run_1/logic_types.png
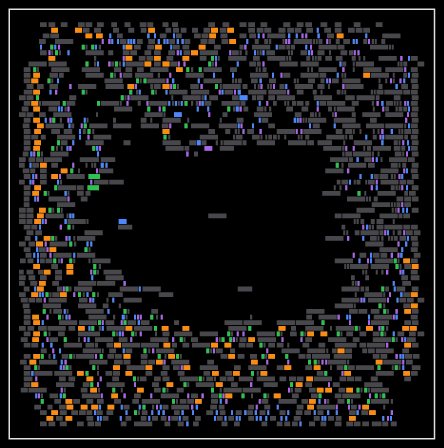
run_1/flops_by_reg.png
Other sequential cells in the stronger grey, the rest of the logic in the fainter grey.
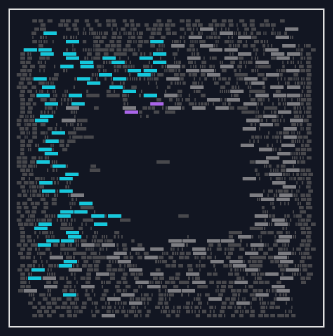
run_1/power_grid.png
Pins as bars on the die edge.
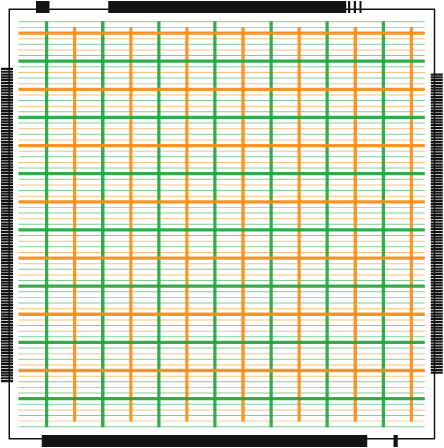
`src/rtl/ram_port_arbiter.sv`:
```
// Round-robin arbiter/sequencer that lets two requesters share one single-port data RAM.
// Each access takes 3 cycles: grant (IDLE), RAM command (ACCESS), done/response (RESP).
module ram_port_arbiter #(
  parameter int DEPTH = 32,
  parameter int AW    = 64,
  parameter int DW    = 64
) (
  input  logic          clk,
  input  logic          rst,
  input  logic          a_req,
  input  logic          a_we,
  input  logic [AW-1:0] a_addr,
  input  logic [DW-1:0] a_wdata,
  output logic          a_gnt,
  output logic          a_done,
  input  logic          b_req,
  input  logic          b_we,
  input  logic [AW-1:0] b_addr,
  input  logic [DW-1:0] b_wdata,
  output logic          b_gnt,
  output logic          b_done,
  output logic [DW-1:0] rdata,
  output logic          err,
  output logic [AW-1:0] mem_addr,
  output logic [DW-1:0] mem_wdata,
  output logic          mem_we,
  output logic          mem_re,
  input  logic [DW-1:0] mem_rdata,
  output logic [1:0]    dbg_state
);

  typedef enum logic [1:0] {
    IDLE   = 2'd0,
    ACCESS = 2'd1,
    RESP   = 2'd2
  } state_e;

  state_e        state_q, state_d;
  logic          last_b_q, last_b_d;   // 1: port B was granted last
  logic          owner_q, owner_d;     // 1: current access belongs to port B
  logic          we_q, we_d;
  logic [AW-1:0] addr_q, addr_d;
  logic [DW-1:0] wdata_q, wdata_d;
  logic          err_q, err_d;
  logic [DW-1:0] rdata_q, rdata_d;

  logic in_range;
  logic sel_a;
  logic sel_b;

  // Handshake: a requester holds req (with we/addr/wdata stable) until it sees
  // gnt high in IDLE; the command is taken at that clock edge. done follows
  // gnt by exactly 2 cycles. A req still high after gnt is a fresh request.
  assign in_range = (addr_q < AW'(DEPTH));
  assign sel_a    = a_req && (!b_req || last_b_q);
  assign sel_b    = b_req && !sel_a;

  always_comb begin
    state_d  = state_q;
    last_b_d = last_b_q;
    owner_d  = owner_q;
    we_d     = we_q;
    addr_d   = addr_q;
    wdata_d  = wdata_q;
    err_d    = err_q;
    rdata_d  = rdata_q;
    a_gnt    = 1'b0;
    b_gnt    = 1'b0;
    unique case (state_q)
      IDLE: begin
        if (sel_a) begin
          a_gnt    = 1'b1;
          we_d     = a_we;
          addr_d   = a_addr;
          wdata_d  = a_wdata;
          owner_d  = 1'b0;
          last_b_d = 1'b0;
          state_d  = ACCESS;
        end else if (sel_b) begin
          b_gnt    = 1'b1;
          we_d     = b_we;
          addr_d   = b_addr;
          wdata_d  = b_wdata;
          owner_d  = 1'b1;
          last_b_d = 1'b1;
          state_d  = ACCESS;
        end
      end
      ACCESS: begin
        err_d   = !in_range;
        rdata_d = (in_range && !we_q) ? mem_rdata : '0;
        state_d = RESP;
      end
      RESP: begin
        state_d = IDLE;
      end
      default: begin
        state_d = IDLE;
      end
    endcase
  end

  // RAM command and response outputs are gated by state so they are zero
  // everywhere except the single cycle they belong to.
  always_comb begin
    mem_addr  = '0;
    mem_wdata = '0;
    mem_we    = 1'b0;
    mem_re    = 1'b0;
    a_done    = 1'b0;
    b_done    = 1'b0;
    err       = 1'b0;
    rdata     = '0;
    if (state_q == ACCESS) begin
      mem_addr  = addr_q;
      mem_wdata = wdata_q;
      mem_we    = in_range && we_q;
      mem_re    = in_range && !we_q;
    end
    if (state_q == RESP) begin
      a_done = !owner_q;
      b_done = owner_q;
      err    = err_q;
      rdata  = rdata_q;
    end
  end

  assign dbg_state = state_q;

  always_ff @(posedge clk or negedge rst) begin
    if (!rst) begin
      state_q  <= IDLE;
      last_b_q <= 1'b1;
      owner_q  <= 1'b0;
      we_q     <= 1'b0;
      addr_q   <= '0;
      wdata_q  <= '0;
      err_q    <= 1'b0;
      rdata_q  <= '0;
    end else begin
      state_q  <= state_d;
      last_b_q <= last_b_d;
      owner_q  <= owner_d;
      we_q     <= we_d;
      addr_q   <= addr_d;
      wdata_q  <= wdata_d;
      err_q    <= err_d;
      rdata_q  <= rdata_d;
    end
  end

endmodule

```
`config.mk`:
```
export PLATFORM = sky130hd
export DESIGN_NAME = ram_port_arbiter
export DESIGN_NICKNAME = d
export VERILOG_FILES = /design/src/rtl/ram_port_arbiter.sv
export SDC_FILE = /design/constraint.sdc
export NUM_CORES = 1
export LEC_CHECK = 0
export ABC_AREA = 1
export ABC_CLOCK_PERIOD_IN_PS = 2900
export CAP_MARGIN = 30
export CORE_AREA = 4 4 201 203
export DETAILED_ROUTE_END_ITERATION = 12
export DIE_AREA = 0 0 205 207
export GPL_TIMING_DRIVEN = 1
export HOLD_SLACK_MARGIN = 0.12
export SLEW_MARGIN = 20
export SYNTH_ARGS = -nofsm -noshare
export SYNTH_HDL_FRONTEND = slang
export SYNTH_SLANG_ARGS = --single-unit
```
`constraint.sdc`:
```
create_clock -name clk -period 2.9 [get_ports clk]
set_input_delay 0.58 -clock clk [delete_from_list [all_inputs] [get_ports clk]]
set_output_delay 0.58 -clock clk [all_outputs]
set_load 0.03 [all_outputs]
```
==> run summary, run 1 <==
run results: status=completed, H-tree Lvls=4, internal power=between 0.007 and 0.008 W, ClkCell Share=3.54%, Main synth FF type=dfrtp_1, GRT overflow=0, vias=10,300, max cap viols=0, Top pwr grp=combinational logic, YS warnings=0, Log Warnings=29, Worst path depth=5, ANT nets after route=0, sw power=~0.006 W, CP Max Fanout=65, Net Count, Synth=1,657, dominant cell type by area after synthesis=dfrtp_1, Design Area, Final=17,000 sq um, CORE AREA=about 38,000 sq um, Synth cell types=20, Fmax=about 360 MHz, First-pass DRT Iterations=7, Tmin final=between 2 and 3 ns, Reg area=about 5000 sq um, Worst path top cell family by delay=buffers and inverters, layout cells sized above 1=4.32%, std cell rows=slightly above 70, sequential share of power=31.8%, clk_lat worst skew=0.44 ns, crit path from=dbg_state[1]$_DFFE_PN0P_, TritonCTS clock tree=built, RePlAce Congestion=about 0.83, Static Leak=8.76 nW, Comb pwr share=50.0%, Initial DRC Count=about 530, CTS clock-pin slew for the worst setup and hold paths=0.07 ns, n_diodes=3, largest net degree at the start of global routing=between 100 and 150, combinational share of cell area=25.7%, GR Util All Layers=18.0%, sequential cell area share=approximately 29%, Clock Skews=0.0137 ns, met2 GRT Util=31.3%, Clk power=roughly 0.0025 W, Non-clock buffer share=33.2%, half-perimeter wire length after placement=30,000 um, total negative slack=0 ns, top routing layer in use=met4, Die Y=about 210 um, Flops after synth=198, crit path capture type=primary output, setup violators final=0, Setup crit end=rdata[58], M1 WL=~16,000 um, CTS max path bufs=2
About logic_types.png:
legend:
  nor cells:
    colour: blue
    cells: 235
    where: all over the die
  aoi and oai cells:
    colour: green
    cells: 132
    where: all over the die
  inv cells:
    colour: purple
    cells: 200
    where: all over the die
  mux cells:
    colour: orange
    cells: 129
    where: all over the die

About flops_by_reg.png:
legend:
  dbg_state:
    colour: purple
    sequential_cells: 2
  addr_q:
    colour: cyan
    sequential_cells: 64
not coloured: 132

About power_grid.png:
legend:
  VDD:
    colour: orange
  VSS:
    colour: green
rows: 72
met1 rails: 73
met4 straps: 14
signal pins: 527

==> run 1: worst min path at each step <==
| stage | startpoint | to | slack, ns | cells after the start |
|---|---|---|---|---|
| CTS | rst | wdata_q[27]$_DFFE_PN0P_ | 0.14 | 1 |
| detailed placement | rdata_q[60]$_DFFE_PN0N_ | rdata_q[60]$_DFFE_PN0N_ | 0.47 | 2 |
| global route | rst | wdata_q[27]$_DFFE_PN0P_ | 0.16 | 1 |
| floorplan | rst | addr_q[0]$_DFFE_PN0P_ | 0.28 | 0 |
| finish | rst | wdata_q[30]$_DFFE_PN0P_ | 0.14 | 1 |
| global placement | rdata_q[31]$_DFFE_PN0N_ | rdata_q[31]$_DFFE_PN0N_ | 0.46 | 2 |
run_1/detail.png
Window x 26 to 76, y 130 to 180 um. Cells in grey, sequential cells in the stronger grey; small squares are vias.
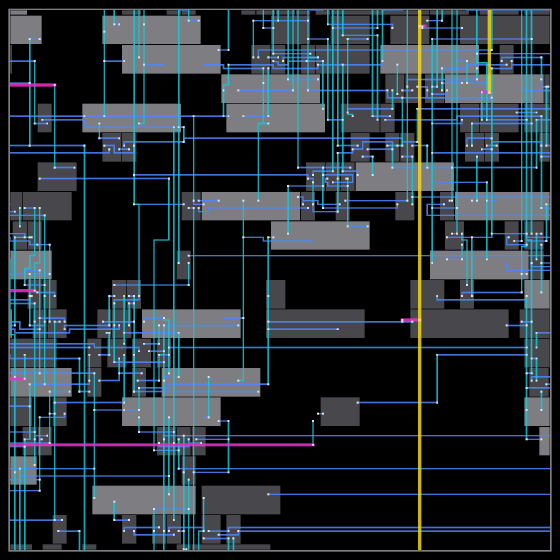

--- run 2 (diff from run 1) ---
- ABC_CLOCK_PERIOD_IN_PS: 2900 -> 3400
- clock period: 2.9 -> 3.4 ns (I/O delays scaled with it)
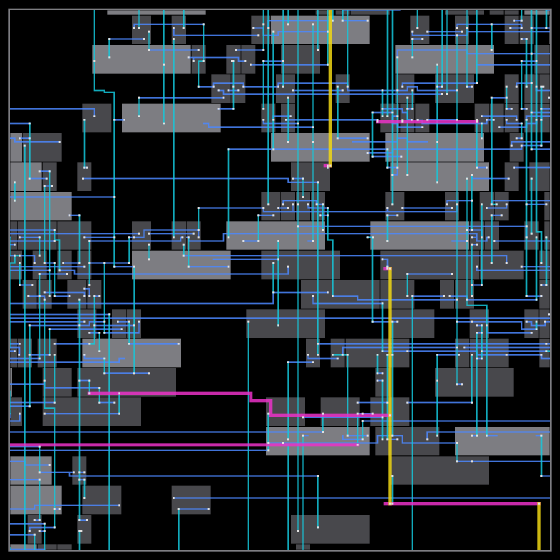
run_2/detail.png
Window x 26 to 76, y 130 to 180 um. Cells in grey, sequential cells in the stronger grey; small squares are vias.
legend:
  metal 1:
    colour: blue
  metal 4:
    colour: yellow
  metal 2:
    colour: cyan
  metal 3:
    colour: magenta
most frequent: nor2_1 (20), nand2_1 (20), inv_1 (18)
cells with their middle in the window: 118
sequential cells in the window: 15
netlist names of flops here include: addr_q (13)

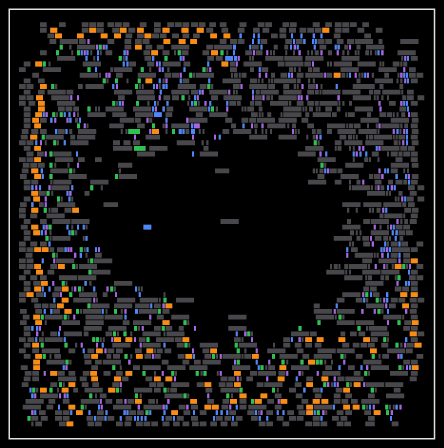
run_2/logic_types.png
legend:
  nor cells:
    colour: blue
    cells: 235
    where: all over the die
  aoi and oai cells:
    colour: green
    cells: 132
    where: all over the die
  inv cells:
    colour: purple
    cells: 200
    where: all over the die
  mux cells:
    colour: orange
    cells: 129
    where: all over the die

==> run 2 against run 1 <==
First-iteration DRC count fell by 9.0%. Sequential share of layout area rose by 0.076 points. Wire length rose by 0.86%. Utilization fell by 0.11 points. Largest cell class unchanged. Highest routed layer unchanged.
==> run summary, run 2 <==
run results: status=completed, dominant cell type by area after synthesis=dfrtp_1, Area after DPL=16,300 sq um, Worst path depth=5 (unchanged), Tmin final=3.26 ns, and+or+nand+nor area frac=between 20% and 30%, CTS clock-pin slew for the worst setup and hold paths=0.08 ns (about the same), largest net degree at the start of global routing=260 (+120%), max cap viols=0 (unchanged), crit path capture type=primary output, Log Warnings=29 (unchanged), WP data required=2.72 ns, Die Y=207 um (unchanged), Main synth FF type=dfrtp_1, Flops after synth=198 (unchanged), Max-area cell share=46.9%, final hold slack=0.254 ns, CP Max Fanout=59 (-9.2%), Fmax=307 MHz, combinational share of cell area=25.8% (+0.067 points), Critical Path AT=about 2.6 ns, ANT nets after route=0 (unchanged), Non-clock buffer share=33.0% (-0.17 points), std cell rows=72 (unchanged), Static Leak=7.84 nW (-10%), Reg area=4960 sq um (unchanged), Initial DRC Count=478 (-9.0%), setup violators final=0 (unchanged), Post-synth area hogs=dfrtp_1 47%, mux2i_1 12%, nand2_1 10%, nor2_1 8.2%, inv_1 7.1%, layout cells sized above 1=4.05% (-0.27 points), placed cells=2,314, Design Area, Final=16,900 sq um (-0.26%), ClkCell Share=3.57% (+0.031 points), n_diodes=2 (-1), TritonCTS clock tree=built, Setup Buffers After CTS=0, RePlAce Congestion=0.830 (-0.44%), crit path from=dbg_state[1]$_DFFE_PN0P_, vias=10,300 (-0.45%), GRT overflow=0 (unchanged), GR Util All Layers=18.2% (+0.25 points), pre-CTS setup slack=0.608 ns, Die ar.=42,400 sq um, half-perimeter wire length after placement=30,100 um (+0.43%), sequential cell area share=29.3% (+0.076 points), Clock Skews=0.00936 ns (-0.00438 ns), CORE AREA=38,500 sq um (unchanged), Worst path top cell family by delay=buffers and inverters, count of library flops with an enable pin=0, H-tree Lvls=4 (unchanged), clk_lat worst skew=0.44 ns (about the same), I/O Pins=527, Net Count, Synth=1,657 (unchanged), CTS max path bufs=2 (unchanged)
-- run 2: power breakdown --
part           internal, W  switching (W)  total (W)
registers          0.00316       0.000520    0.00368
logic              0.00229        0.00369    0.00598
clock network      0.00113       0.000991    0.00212
-- run 2: kinds of logic after synthesis --
| kind of cell | count (synthesis) |
|---|---|
| AOI/OAI and AO/OA | 132 |
| buffers and inverters | 290 |
| DFF | 198 |
| muxes | 129 |
| and+or+nand+nor | 582 |
-- run 2: layer usage --
layer	vias to the layer above	global-route usage (%)	wire, um
li1	5112	-	-
met1	4789	22.4	16100
met2	308	31.8	20200
met3	43	4.04	2450
met4	0	5.50	861
met5	-	0	0
Power figures rest on the tool's default switching activity, not on a simulated workload.
